**src/rtl/hc165_shifter.sv**
```systemverilog
// 74HC165-style parallel-in / serial-out shifter: load 8 bits on Start, shift MSB first on Ce.
// Define HC165_CASCADE_EN to fill bit 0 from DS so several devices can be chained Q7 -> DS.
module hc165_shifter (
  input  logic       Clk,
  input  logic       Rst,
  input  logic       Start,
  input  logic [7:0] D,
  input  logic       Ce,
  input  logic       DS,
  output logic       Q7,
  output logic       Q7N,
  output logic       Busy,
  output logic       Done
);

  typedef enum logic [1:0] {
    S_IDLE  = 2'd0,
    S_SHIFT = 2'd1,
    S_DONE  = 2'd2
  } state_t;

  state_t      state_q, state_d;
  logic [7:0]  sr_q, sr_d;
  logic [2:0]  cnt_q, cnt_d;
  logic        fill;

`ifdef HC165_CASCADE_EN
  assign fill = DS;
`else
  // DS stays on the port so cascaded and standalone builds share one footprint.
  logic unused_ds;
  assign unused_ds = DS;
  assign fill      = 1'b0;
`endif

  always_ff @(posedge Clk or posedge Rst) begin
    if (Rst) begin
      state_q <= S_IDLE;
      sr_q    <= 8'h00;
      cnt_q   <= 3'd0;
    end else begin
      state_q <= state_d;
      sr_q    <= sr_d;
      cnt_q   <= cnt_d;
    end
  end

  always_comb begin
    state_d = state_q;
    sr_d    = sr_q;
    cnt_d   = cnt_q;
    case (state_q)
      S_IDLE: begin
        if (Start) begin
          sr_d    = D;
          cnt_d   = 3'd0;
          state_d = S_SHIFT;
        end
      end
      S_SHIFT: begin
        if (Ce) begin
          sr_d  = {sr_q[6:0], fill};
          cnt_d = cnt_q + 3'd1;
          // Counter wraps to 0 on the eighth shift, which ends the frame.
          if (cnt_q == 3'd7) begin
            state_d = S_DONE;
          end
        end
      end
      S_DONE: begin
        // A Start here chains the next frame with no idle gap.
        if (Start) begin
          sr_d    = D;
          cnt_d   = 3'd0;
          state_d = S_SHIFT;
        end else begin
          state_d = S_IDLE;
        end
      end
      default: begin
        state_d = S_IDLE;
      end
    endcase
  end

  always_comb begin
    Q7   = sr_q[7];
    Q7N  = ~sr_q[7];
    Busy = (state_q == S_SHIFT);
    Done = (state_q == S_DONE);
  end

endmodule
```
**config.mk**
```make
export PLATFORM = sky130hd
export DESIGN_NAME = hc165_shifter
export DESIGN_NICKNAME = d
export VERILOG_FILES = /design/src/rtl/hc165_shifter.sv
export SDC_FILE = /design/constraint.sdc
export NUM_CORES = 1
export LEC_CHECK = 0
export CORE_MARGIN = 2
export CORE_UTILIZATION = 34
export CTS_BUF_LIST = sky130_fd_sc_hd__clkbuf_8
export CTS_CLUSTER_SIZE = 25
export DETAILED_ROUTE_END_ITERATION = 8
export GPL_TIMING_DRIVEN = 0
export SLEW_MARGIN = 20
export SYNTH_ARGS = -nofsm -noshare
export SYNTH_HDL_FRONTEND = slang
export SYNTH_SLANG_ARGS = --single-unit
```
**constraint.sdc**
```tcl
create_clock -name Clk -period 1.4 [get_ports Clk]
set_input_delay 0.28 -clock Clk [delete_from_list [all_inputs] [get_ports Clk]]
set_output_delay 0.28 -clock Clk [all_outputs]
set_load 0.01 [all_outputs]
```
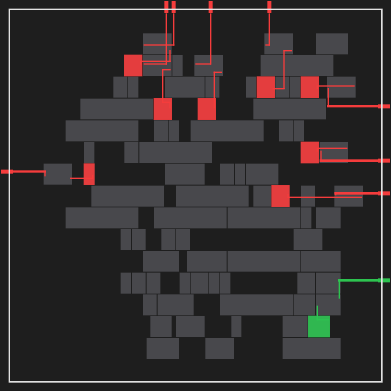
*Port wiring, run 1*
(8 px per um)
[green] Done | bits: 1 | direction: output | end cells: 1 | wire: 10.1 um
[red] D | bits: 8 | direction: input | end cells: 8 | wire: 102 um
I/O Buffers: 15
I/O pin count: 17

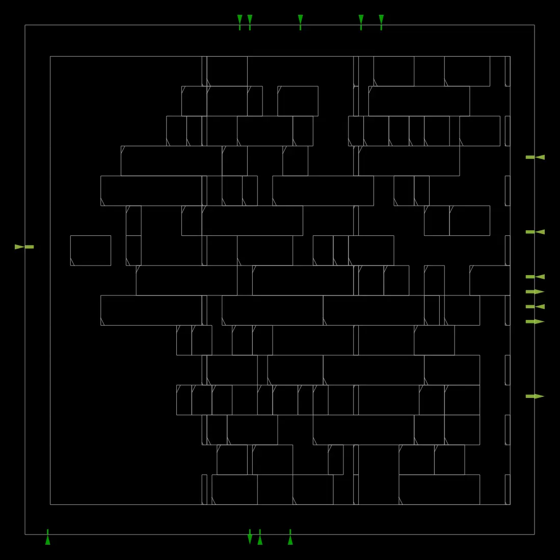
*Cell placement, run 1*
total number of tap cells: 25
number of placement rows: 15
Seq area share: 38.2%

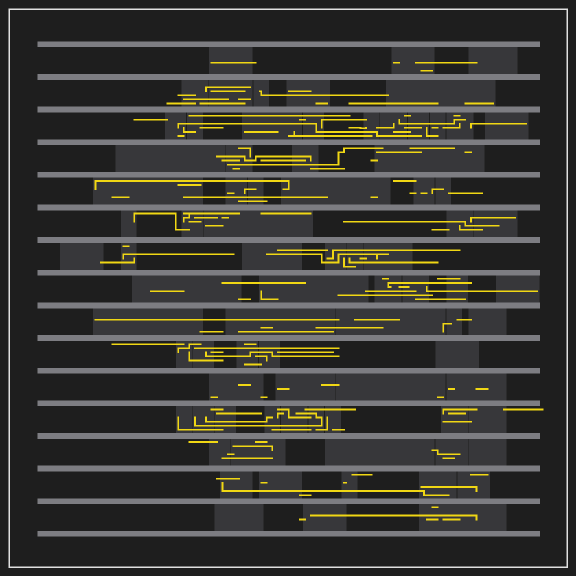
*Signal wires on met1, run 1*
(12 px per um) Supply wires on this layer in grey.
longest straight run: 20.2 um
share of all routed wire: 48%
nets with wire on the layer: 84
main direction: horizontal
wire length on this layer: 569 um
via count: 498
met1 Usage GRT: 16.0%
Detailed Route WL: 1200 um

## run 1: registers in the layout (all words and copies together) (netlist names)
signal   cells
cnt_q        3
state_q      2
sr_q         8
## run 1: power breakdown
part	leakage (nW)	internal, mW	switching [mW]
registers	0.152	0.533	0.0825
clock network	0.0269	0.192	0.120
logic	0.229	0.288	0.270
total	0.408	1.01	0.472
## run 1: metrics by stage
step	cells	setup slack, ps
floorplan	60	360
global placement	100	-100
detailed placement	100	-117
CTS	105	10.0
global route	106	-4.17
finish	106	51.3
## run 1: cell type report
cell class,count,area [um2],area share [%]
Sequential cell,13,325,38.2
Multi-Input combinational cell,42,251,29.6
Timing Repair Buffer,17,163,19.1
Clock buffer,3,41.3,4.85
Tap cell,25,31.3,3.68
Buffer,3,27.5,3.24
Inverter,2,7.51,0.882
Clock inverter,1,3.75,0.441
==> run summary, run 1 <==
Physical design

In this run the tightest slew margin relative to its limit is between 60% and 70%. The net count of the finished layout stands at between 90 and 100. The filler cells instantiated in the layout total 167.

The horizontal die dimension reported for this design is approximately 46 um. The library cells used most frequently in the layout, excluding fill and tap cells, are sky130_fd_sc_hd__dfrtp_1, sky130_fd_sc_hd__clkdlybuf4s50_1, sky130_fd_sc_hd__o22ai_1, sky130_fd_sc_hd__nand2_1. During synthesis, Yosys emitted a total of 0 warnings. The met1 layer wirelength in the final routing stands at 568 um. For reference, the final report shows the max-slew violation count at 0. The vertical die dimension reported for this design is approximately 46 um.

The total CTS buffers stands at 3. The region available for standard cell placement spans between 1500 and 2000 um2. The maximum frequency from static timing analysis stands at 0.741 GHz.

The tally of OpenROAD warnings stands at 27. STA classifies the critical path startpoint as a register. The run finished with clean final reports. TritonCTS built the clock tree. The area fraction in compound gates stands at ~14%.

Across the VDD grid, the largest voltage drop is 0.000716 V. Entering global routing, the biggest net connects 14 pins. In this run the worst setup path begins at state_q[0]. The area growth from synthesis to layout stands at 39.3%. The routed layout reports a DRC error count of 0. Per the synthesis report, the dominant area consumer among library cells is sky130_fd_sc_hd__dfrtp_1. Before antenna repair, the detailed router went through 4 iterations. The number of antenna diodes in the final layout is 0. Among all stages on the critical path, the maximum delay recorded is ~360 ps.

The post-synthesis cell count from yosys stands at 60. TritonRoute output was used to compute an average wire per cell of 11.3 um. Signal nets in the final route climb as high as met4.

The total die size stands at around 2200 um2. Clock latency on the worst-skew pair, taken at its later pin, is around 240 ps. The cell area power density stands at about 1700 nW/um2. Setup violations remaining at the end of the flow were counted as 0. The post-synth tally of flip-flops with integrated enable stands at 0. The combined buffer and inverter count along the critical path stands at 2. The simple-gate portion of the synthesized area stands at 23.0%. The aggregate global routing overflow stands at 0.

The tree built by TritonCTS fans out to 13 sinks. Grouping stages by cell kind, the critical path spends the most delay in flip-flops. The initial detailed-routing violation count stands at 15. Adding up every negative setup slack in the final design gives 0 ps.

Counting every net in the synthesized netlist gives roughly 75. For this run, the share of the core covered by cells in the final layout is between 40% and 50%. The measured slew at the worst slew-check pin stands at about 460 ps. After detailed routing, the met3 layer carries between 50 and 60 um of wire. The fraction of final layout cells with drive strength greater than 1 stands at 14.8%.

The initial utilization of the core area, before any placement, comes to 35.8%.
### Cell sizes after repair, run 1

(8 px per um)
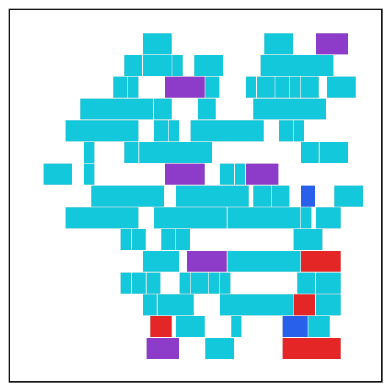

==> run 2: changes to the inputs <==
CORE_MARGIN = 3   (was 2)
SLEW_MARGIN = unset   (was 20)
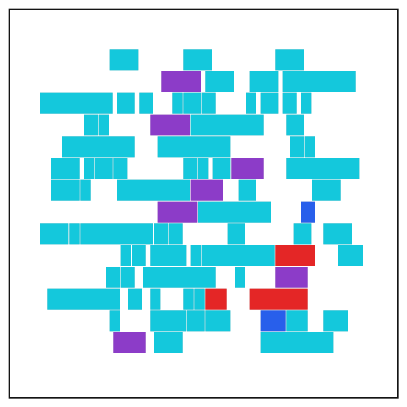
*Cell sizes after repair, run 2*
(8 px per um)
[cyan] x1 and smaller | cells: 69 | share: 85% | most used: dfrtp_1
[red] x3 and x4 | cells: 3 | share: 3.7%
[purple] x6 and larger | cells: 7 | share: 8.6% | most used: buf_6
[blue] x2 | cells: 2 | share: 2.5%
synthesis-to-finish area growth: 39.8%
Worst Slack Setup Final: 20.8 ps
total non-filler cell area in the finished layout: 853 um2
non-clock buffer count: 20

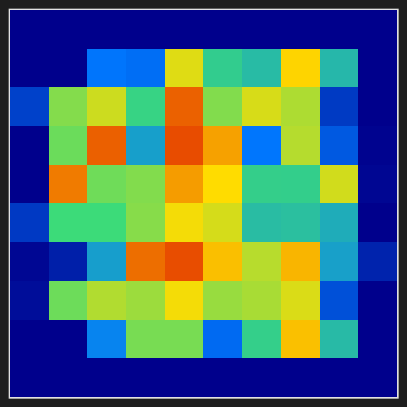
*Cell density map, run 2*
(8 px per um) 10 x 10 tiles, from dark blue (low) to red (high), 0 to 100% covered.
densest ninth of the die: middle
tiles over 75% full: 13%
mean over tiles: 35%
fullest tile: 91%
starting utilization of the core area: 38.3%
utilization of the core after routing: 53.5%
standard cell core area: 1590 um2

==> run 2 against run 1 <==
  * First-iteration DRC count shrank 40%
  * Power grew 1.8%
  * Hold slack gained 14 ps
  * Maximum frequency shrank 2.2%
  * Sequential share of layout area shrank 0.11 points
  * Critical endpoint unchanged
  * Largest power group unchanged
==> run summary, run 2 <==
Physical design

The yosys warning tally came to 0 (unchanged). The largest registers in the layout are sr_q x8, cnt_q x3, state_q x2. The final max-slew violation count stands at 0 (unchanged). TritonCTS built the clock tree.

The count of placed standard cells including taps stands at 99 (-1.0%). The x dimension of the die came to 48.4 um (+4.3%). The buffer share of cell area is 22.7% (+0.37 points).

The number of standard cells in the final layout excluding fillers is 105 (-0.94%). Broken down by cell family, the worst path's largest delay share belongs to flip-flops. The non-clock inverter count in the final layout was 2 (unchanged). The combinational fraction of the cell area stands at 29.5% (-0.087 points). The tally of OpenROAD warnings stands at 29 (+7.4%). The number of placement rows came to 14 (-1). The height of the chip came to 48.4 um (+4.3%). The total die size stands at 2340 um2 (+8.8%).

The flip-flop count of the largest register after layout is 8 (unchanged). The met3 wire length stands at 57 um (+3.6%). The net count of the finished layout stands at 97 (unchanged). The flip-flop and latch area stands at 325 um2 (unchanged). Per the area breakdown, the dominant cell category is sequential cells. The post-synthesis cell count from yosys is 60 (unchanged). The run finished with clean final reports. The peak per-stage delay on the critical path stands at 380 ps (+20 ps). The layout filler cell count stands at 149 (-11%). The average routed wire per standard cell stands at 12.1 um (+7.0%). The fraction of area in clock buffers and inverters stands at 5.28% (-0.016 points). The worst-case vdd ir drop stands at 0.000839 V (+17%).

The flop share of the area is 38.1% (-0.11 points). The setup total negative slack stands at 0 ps (unchanged). The detailed-router iteration count before antenna repair is 3 (-1). The total CTS buffers is 3 (unchanged). The fraction of final layout cells with drive strength greater than 1 stands at 14.8% (unchanged).

The combined buffer and inverter count along the critical path came to 2 (unchanged). The met1 track demand over resource in global routing stands at 15.0% (-1.0 points). The worst slew margin relative to its limit stands at 66.1% (-2.8 points). Looking at area per cell type in the netlist, the leader is sky130_fd_sc_hd__dfrtp_1. Ranked by flip-flop count, first place goes to sr_q. The clock latency reported for the late side of the worst-skew pair is 240 ps (about the same).

The number of sinks handled by clock tree synthesis came to 13 (unchanged). The number of nets at floorplan came to 75 (unchanged). The final routed DRC violation total is 0 (unchanged). STA classifies the critical path startpoint as a register. The post-synth tally of flip-flops with integrated enable stands at 0 (unchanged).

The maximum frequency from static timing analysis came to 0.725 GHz (-2.2%). The number of tap cells inserted is 24 (-4.0%). The clock tree buffer count of the final layout was 3 (unchanged).
run 2: how the worst min path moves through the flow:
| stage | slack [ps] | start | end | depth (start not counted) |
|---|---|---|---|---|
| 2_1_floorplan | 160 | Rst | cnt_q[0] | 1 |
| 3_3_place_gp | 470 | cnt_q[0] | cnt_q[0] | 1 |
| 3_5_place_dp | 480 | cnt_q[0] | cnt_q[0] | 1 |
| 4_1_cts | 380 | Rst | cnt_q[2] | 2 |
| 5_1_grt | 430 | Rst | cnt_q[2] | 2 |
| 6_report | 370 | Rst | cnt_q[1] | 2 |
run 2: where the power goes:
part	total, mW	internal [mW]	switching [mW]	leakage, nW
Combinational	0.571	0.296	0.275	0.231
Sequential	0.618	0.533	0.0854	0.152
Clock	0.323	0.193	0.130	0.0269
Power and IR drop assume default switching activity.
